sizing.png
Scale: 4 px per micron.
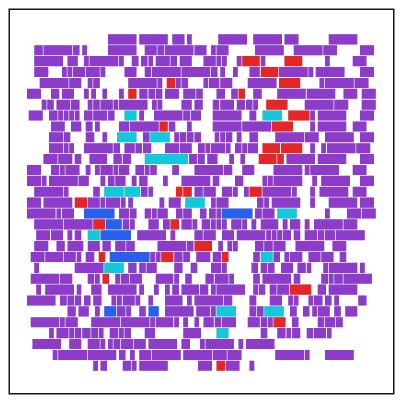
gates.png
Scale: 4 px per micron.
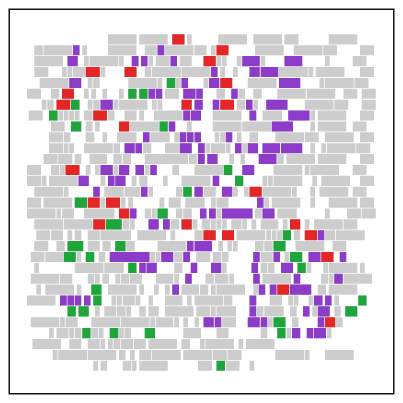
===== src/rtl/bayer_stream_gen.sv =====
// bayer_stream_gen: framed raw-Bayer test-pattern source
// Drives X/Y/DATA/DVAL capture traffic with blanking, stalls and patterns.
module bayer_stream_gen #(
    parameter int          H_ACTIVE = 1280,
    parameter int          V_ACTIVE = 960,
    parameter int          H_BLANK  = 16,
    parameter int          V_BLANK  = 4,
    parameter logic [15:0] SEED     = 16'hACE1
) (
    input  logic        iCLK,
    input  logic        iRST,
    input  logic        iStart,
    input  logic        iCont,
    input  logic [1:0]  iMode,
    input  logic        iPause,
    output logic [10:0] oX_Cont,
    output logic [10:0] oY_Cont,
    output logic [11:0] oDATA,
    output logic        oDVAL,
    output logic        oFVAL,
    output logic        oBusy,
    output logic        oFrameDone
);

    typedef enum logic [1:0] {
        IDLE,
        ACTIVE,
        HBLANK,
        VBLANK
    } state_t;

    localparam logic [10:0] X_LAST  = 11'(H_ACTIVE - 1);
    localparam logic [10:0] Y_LAST  = 11'(V_ACTIVE - 1);
    localparam logic [15:0] HB_LAST = 16'(H_BLANK - 1);
    localparam logic [15:0] VB_LAST = 16'(V_BLANK - 1);

    state_t      state, state_n;
    logic [10:0] x, x_n;
    logic [10:0] y, y_n;
    logic [15:0] cnt, cnt_n;
    logic [15:0] lfsr, lfsr_n;
    logic [1:0]  mode, mode_n;
    logic        dval_n;
    logic        fval_n;
    logic        done_n;
    logic [11:0] pat;

    function automatic logic [15:0] lfsr_step(input logic [15:0] v);
        return {v[14:0], v[15] ^ v[13] ^ v[12] ^ v[10]};
    endfunction

    // Next state, position, LFSR and pixel-valid for the cycle after this edge
    always_comb begin
        state_n = state;
        x_n     = x;
        y_n     = y;
        cnt_n   = cnt;
        lfsr_n  = lfsr;
        mode_n  = mode;
        dval_n  = 1'b0;
        done_n  = 1'b0;
        unique case (state)
            IDLE: begin
                if (iStart) begin
                    state_n = ACTIVE;
                    x_n     = '0;
                    y_n     = '0;
                    lfsr_n  = SEED;
                    mode_n  = iMode;
                    dval_n  = 1'b1;
                end
            end
            ACTIVE: begin
                if (oDVAL) begin
                    lfsr_n = lfsr_step(lfsr);
                    if (x == X_LAST) begin
                        cnt_n   = '0;
                        state_n = (y == Y_LAST) ? VBLANK : HBLANK;
                    end else begin
                        x_n    = x + 11'd1;
                        dval_n = !iPause;
                    end
                end else begin
                    dval_n = !iPause;
                end
            end
            HBLANK: begin
                if (cnt == HB_LAST) begin
                    state_n = ACTIVE;
                    x_n     = '0;
                    y_n     = y + 11'd1;
                    dval_n  = 1'b1;
                end else begin
                    cnt_n = cnt + 16'd1;
                end
            end
            VBLANK: begin
                if (cnt == VB_LAST) begin
                    done_n = 1'b1;
                    x_n    = '0;
                    y_n    = '0;
                    if (iCont) begin
                        state_n = ACTIVE;
                        lfsr_n  = SEED;
                        mode_n  = iMode;
                        dval_n  = 1'b1;
                    end else begin
                        state_n = IDLE;
                    end
                end else begin
                    cnt_n = cnt + 16'd1;
                end
            end
            default: state_n = IDLE;
        endcase
        fval_n = (state_n == ACTIVE) || (state_n == HBLANK);
    end

    // Pattern value for the pixel about to be presented
    always_comb begin
        pat = '0;
        unique case (mode_n)
            2'b00: pat = lfsr_n[11:0];
            2'b01: pat = {x_n, 1'b0};
            2'b10: pat = {y_n, 1'b0};
            2'b11: pat = (x_n[4] ^ y_n[4]) ? 12'hFFF : 12'h000;
            default: pat = '0;
        endcase
    end

    // State, counters and fully registered outputs
    always_ff @(posedge iCLK) begin
        if (iRST) begin
            state      <= IDLE;
            x          <= '0;
            y          <= '0;
            cnt        <= '0;
            lfsr       <= SEED;
            mode       <= '0;
            oX_Cont    <= '0;
            oY_Cont    <= '0;
            oDATA      <= '0;
            oDVAL      <= 1'b0;
            oFVAL      <= 1'b0;
            oBusy      <= 1'b0;
            oFrameDone <= 1'b0;
        end else begin
            state      <= state_n;
            x          <= x_n;
            y          <= y_n;
            cnt        <= cnt_n;
            lfsr       <= lfsr_n;
            mode       <= mode_n;
            oX_Cont    <= dval_n ? x_n : 11'd0;
            oY_Cont    <= y_n;
            oDATA      <= dval_n ? pat : 12'd0;
            oDVAL      <= dval_n;
            oFVAL      <= fval_n;
            oBusy      <= (state_n != IDLE);
            oFrameDone <= done_n;
        end
    end

endmodule

===== config.mk =====
export PLATFORM = sky130hd
export DESIGN_NAME = bayer_stream_gen
export DESIGN_NICKNAME = d
export VERILOG_FILES = /design/src/rtl/bayer_stream_gen.sv
export SDC_FILE = /design/constraint.sdc
export NUM_CORES = 1
export LEC_CHECK = 0
export CAP_MARGIN = 25
export CORE_MARGIN = 4
export CORE_UTILIZATION = 57
export DETAILED_ROUTE_END_ITERATION = 6
export GPL_TIMING_DRIVEN = 0
export PLACE_DENSITY = 0.8
export SYNTH_ARGS = -nofsm -noshare
export SYNTH_HDL_FRONTEND = slang
export SYNTH_SLANG_ARGS = --single-unit
export TNS_END_PERCENT = 1

===== constraint.sdc =====
create_clock -name iCLK -period 3.9 [get_ports iCLK]
set_input_delay 0.585 -clock iCLK [delete_from_list [all_inputs] [get_ports iCLK]]
set_output_delay 0.585 -clock iCLK [all_outputs]
set_load 0.01 [all_outputs]

==> notes.md <==
Status of the implementation.

- The dominant synthesized flop cell is sky130_fd_sc_hd__dfxtp_1, for reference.
- The warning tally printed by Yosys for this design is 0.
- The number of I/O port buffers is between 40 and 50, for reference.
- Traced cell by cell, the critical path runs through ha_1 > or3b_2 > nor4_1 > a21oi_1 > a211oi_1 > buf_2 > nand3_1 > o2bb2ai_1 > a211oi_2.
- The leakage component of the power was reported as 1.812 nW.
- The startpoint of the worst register-to-register path is cnt[0], for reference.
- The clock tree skew after final layout is 0.01113 ns, for reference.
- Data on the critical path arrives at its endpoint at between 3 and 4 ns.
- The post-CTS resize count is 0, for reference.
- The post-synth count of flops with an enable pin is 0.
- The first global-routing pass estimated 20,000 microns of wire.
- The via count of the first global-routing pass came to 4,039.
- In the floorplan report the effective utilization is 59.56%.
- The residual DRC count is 0, for reference.
- The total power is 0.002045 W, for reference.
- The count of clock tree sinks is between 80 and 90, for reference.
- The CTS tree is done, for reference.
- The global-route usage over all layers is 28.27%, for reference.
- The largest net degree at the start of global routing is 17, for reference.
- The final wirelength is 12,380 microns, for reference.
- The power per cell area is 397.3 mW/mm^2, for reference.
- On the worst path, the slowest cell contributes a delay of 0.70 ns.
- The start-to-end type of the worst setup path is reg -> reg, for reference.
- The synthesized net count is between 500 and 600, for reference.
- The worst setup path startpoint is cnt[0], for reference.
- Endpoints with negative setup slack in the final report add up to 0.
- In the final design database the tool counted 596 nets.
- The number of detailed-route iterations in the first pass is 6, for reference.
- TritonRoute output was used to compute an average wire per cell of 18.07 microns.
- The maximum vdd drop is approximately 230 uV, for reference.
- Leaving out fill and tap cells, the most frequent cells in the layout are 85 x sky130_fd_sc_hd__dfxtp_1, 76 x sky130_fd_sc_hd__nor2_1, 46 x sky130_fd_sc_hd__nand2_1.
- The total number of warnings across the stage logs is 29, for reference.
- The synthesis report gives the async set-or-reset register share as 0%.
- The remaining global-route overflow is 0, for reference.
- At the end of routability-driven placement, the weighted congestion stood at a little over 0.9.
- The area growth from synthesis to layout is 17.25%.
- Leaving out fill and tap cells, the most frequent cell in the layout is sky130_fd_sc_hd__dfxtp_1.
- The chip area line in the Yosys stat output reads 0.004389 sq mm.
- The run finished with clean final reports.
- The top-level I/O count is roughly 45, for reference.
- The total negative slack is 0 ns, for reference.
- The post-CTS hold buffer count recorded in the log is 0.
- STA classifies the critical path startpoint as a flip-flop.
- The number of different library cells in the post-synthesis netlist is 69, for reference.
- Hold is met by 0.4895 ns.
- As reported, the later end of the worst-skew pair has a clock insertion delay of 0.37 ns.
- The type of the tightest min-delay check is reg -> reg, for reference.
- The worst hold path startpoint is lfsr[12], for reference.
- The post-placement cell area is roughly 0.0049 sq mm.
- In this run, the number of DRC markers left after iteration 0 of detailed routing was between 400 and 500.
- The count of endpoints failing hold in the final timing report is 0, for reference.
- The CTS clock-pin slew for the worst setup and hold paths is 0.09 ns, for reference.
- The post-layout minimum cycle time is 3.504 ns, for reference.
- The post-synthesis instance total is 527, for reference.
- Setup repair after global routing left no endpoint under its margin.
- The synthesis stat section lists a flop and latch total of 85.
- Once the clock tree was built, the setup fixing pass inserted 0 buffers.
- The mean instance size in the synthesized netlist is 8.329 sq um, for reference.
- The number of clock buffers inserted by TritonCTS is 9, for reference.
- According to the floorplan report, the placeable core area is 0.007370 sq mm.
- The floorplan has 31 rows.
- The detailed placer's ending HPWL is 8980 microns, for reference.
- The clock passes through at most 2 buffers.
- The worst-path maximum fanout is 10, for reference.
- The worst setup path is captured at a flip-flop.
- The number of antenna violations at the first check in global routing came to 0.
- After synthesis, flip-flops and latches occupy roughly two fifths of the total area.
- OpenROAD reports that the post-layout worst path occupies 89.86% of the period.
- The proportion of layout cells with a drive suffix above 1 is under 10%, for reference.
- The tool flagged a number of max-cap violations equal to 0.
- The headroom to the max-slew limit is 39.56%, for reference.
- The clock tree synthesis step divided the H-tree into 3 levels.
- The area of the die is 0.009168 sq mm, for reference.
- On the critical path, the stage with the largest delay is an instance of sky130_fd_sc_hd__a211oi_1.
- The detailed router placed ~4,300 vias in this run.
- The clock tree root buffer cell is sky130_fd_sc_hd__clkbuf_8, for reference.
- The horizontal extent of the die is 95.75 microns, for reference.
- The top achievable clock speed is 0.2854 GHz, for reference.
- The final max-slew violation count recorded for this run is 0.
- The average vias per placed instance is 6.215, for reference.
- The count of cells in the finished layout, fillers not included, comes to 685.
- In the Yosys report the total cell count is approximately 530.
- The total inserted antenna cells is 0, for reference.
- In this run, placement finished with an instance count of 669.
- Per the post-route antenna check, the number of violating nets is 0.
- The worst endpoint required time is 4.14 ns, for reference.
- At the pin with the least slew margin, the transition time is slightly below 0.9 ns.
- The die is 95.75 microns tall.
- The finished cells cover a little over 0.005 sq mm.
- The summed instance area of the synthesized netlist is 0.004389 sq mm, for reference.
## Picture notes: sizing.png
legend:
  x3 and x4:
    color: blue
    cells: 7
  x6 and larger:
    color: cyan
    cells: 15
  x2:
    color: red
    cells: 29
  x1 and smaller:
    color: purple
    cells: 535

## Picture notes: gates.png
legend:
  non-inverting ao/oa cells:
    color: red
    cells: 26
  aoi and oai cells:
    color: purple
    cells: 110
  and/or cells:
    color: green
    cells: 34

[worst paths after layout]
path / slack [ns] / depth (start not counted) / to
worst min register to register: 0.49 / 2 / lfsr[12]
worst min-delay path: 0.49 / 2 / lfsr[12]
worst max register to register: 0.40 / 9 / oDATA[1]
worst max-delay path: 0.40 / 9 / oDATA[1]
[worst max-delay path, delay by kind of cell (launching register included)]
family / cells / cell delay, ns
buf+inv: 1 / 0.40
flops: 1 / 0.38
simple gates: 3 / 1.17
fa+ha+maj: 1 / 0.24
compound gates: 4 / 1.17
[cells in the mapped netlist, drive strengths merged (9+ instances only)]
master	count	area (sq um)
nand3	19	95.09
nor2b	15	93.84
xnor2	14	122.6
o21ai	22	113.9
nor3	14	70.07
inv	13	48.80
clkbuf	21	78.83
a211oi	11	112.6
nand2	46	172.7
dfxtp	85	1702
nor4	10	92.59
nor2	77	291.5
buf	9	51.30
a21oi	41	205.2
[metrics by stage]
stage / worst slack, ns / util [%]
3_3_place_gp: 0.5474 / 67.08
2_1_floorplan: 0.9538 / -
4_1_cts: 0.4359 / 69.83
6_report: 0.3956 / 69.83
5_1_grt: 0.2311 / 69.83
3_5_place_dp: 0.5001 / 67.08
[state kept, by name, indices dropped and copies added (netlist names)]
signal	count
lfsr	16
cnt	16
oFVAL	1
oDATA	12
oBusy	1
oX_Cont	11
mode	2
y	11
x	11
oFrameDone	1
state	2
oDVAL	1
[where the power goes]
| group | switching, W | leakage [nW] | internal (W) | total (W) |
|---|---|---|---|---|
| clock | 0.000353 | 0.105 | 0.000305 | 0.000659 |
| sequential | 0.0000284 | 0.689 | 0.000912 | 0.000940 |
| combinational | 0.000277 | 1.02 | 0.000169 | 0.000446 |
[cell families (layout without fill, tap and decap cells)]
family          after synthesis  after routing  share of synthesized area (%)
compound gates              136            136                          23.15
mux                           7              7                          1.596
flops                        85             85                          38.77
xor+xnor                     18             18                          3.592
simple gates                230            230                          26.54
buf+inv                      43            102                          4.077
fa+ha+maj                     8              8                          2.281
[per-layer routing]
layer / part of all wire (%) / vias up / routed length (microns) / global-route usage [%]
met5: 0 / - / 0 / 0
met4: 3.1 / 0 / 388 / 13.98
met3: 8.5 / 40 / 1047 / 4.926
met2: 45 / 235 / 5599 / 44.47
met1: 43 / 1970 / 5341 / 37.38
li1: - / 2012 / - / -
[area by class of cell]
cell class	count	area (sq um)
fillers	629	2223
flip-flops and latches	85	1702
clock buffers	9	123.9
well taps	99	123.9
repair buffers	43	430.4
inverters	13	48.80
multi-input cells	399	2509
plain buffers	30	130.1
clock inverters	7	78.83
No activity file was given, so power comes from the tool's default toggle rates.
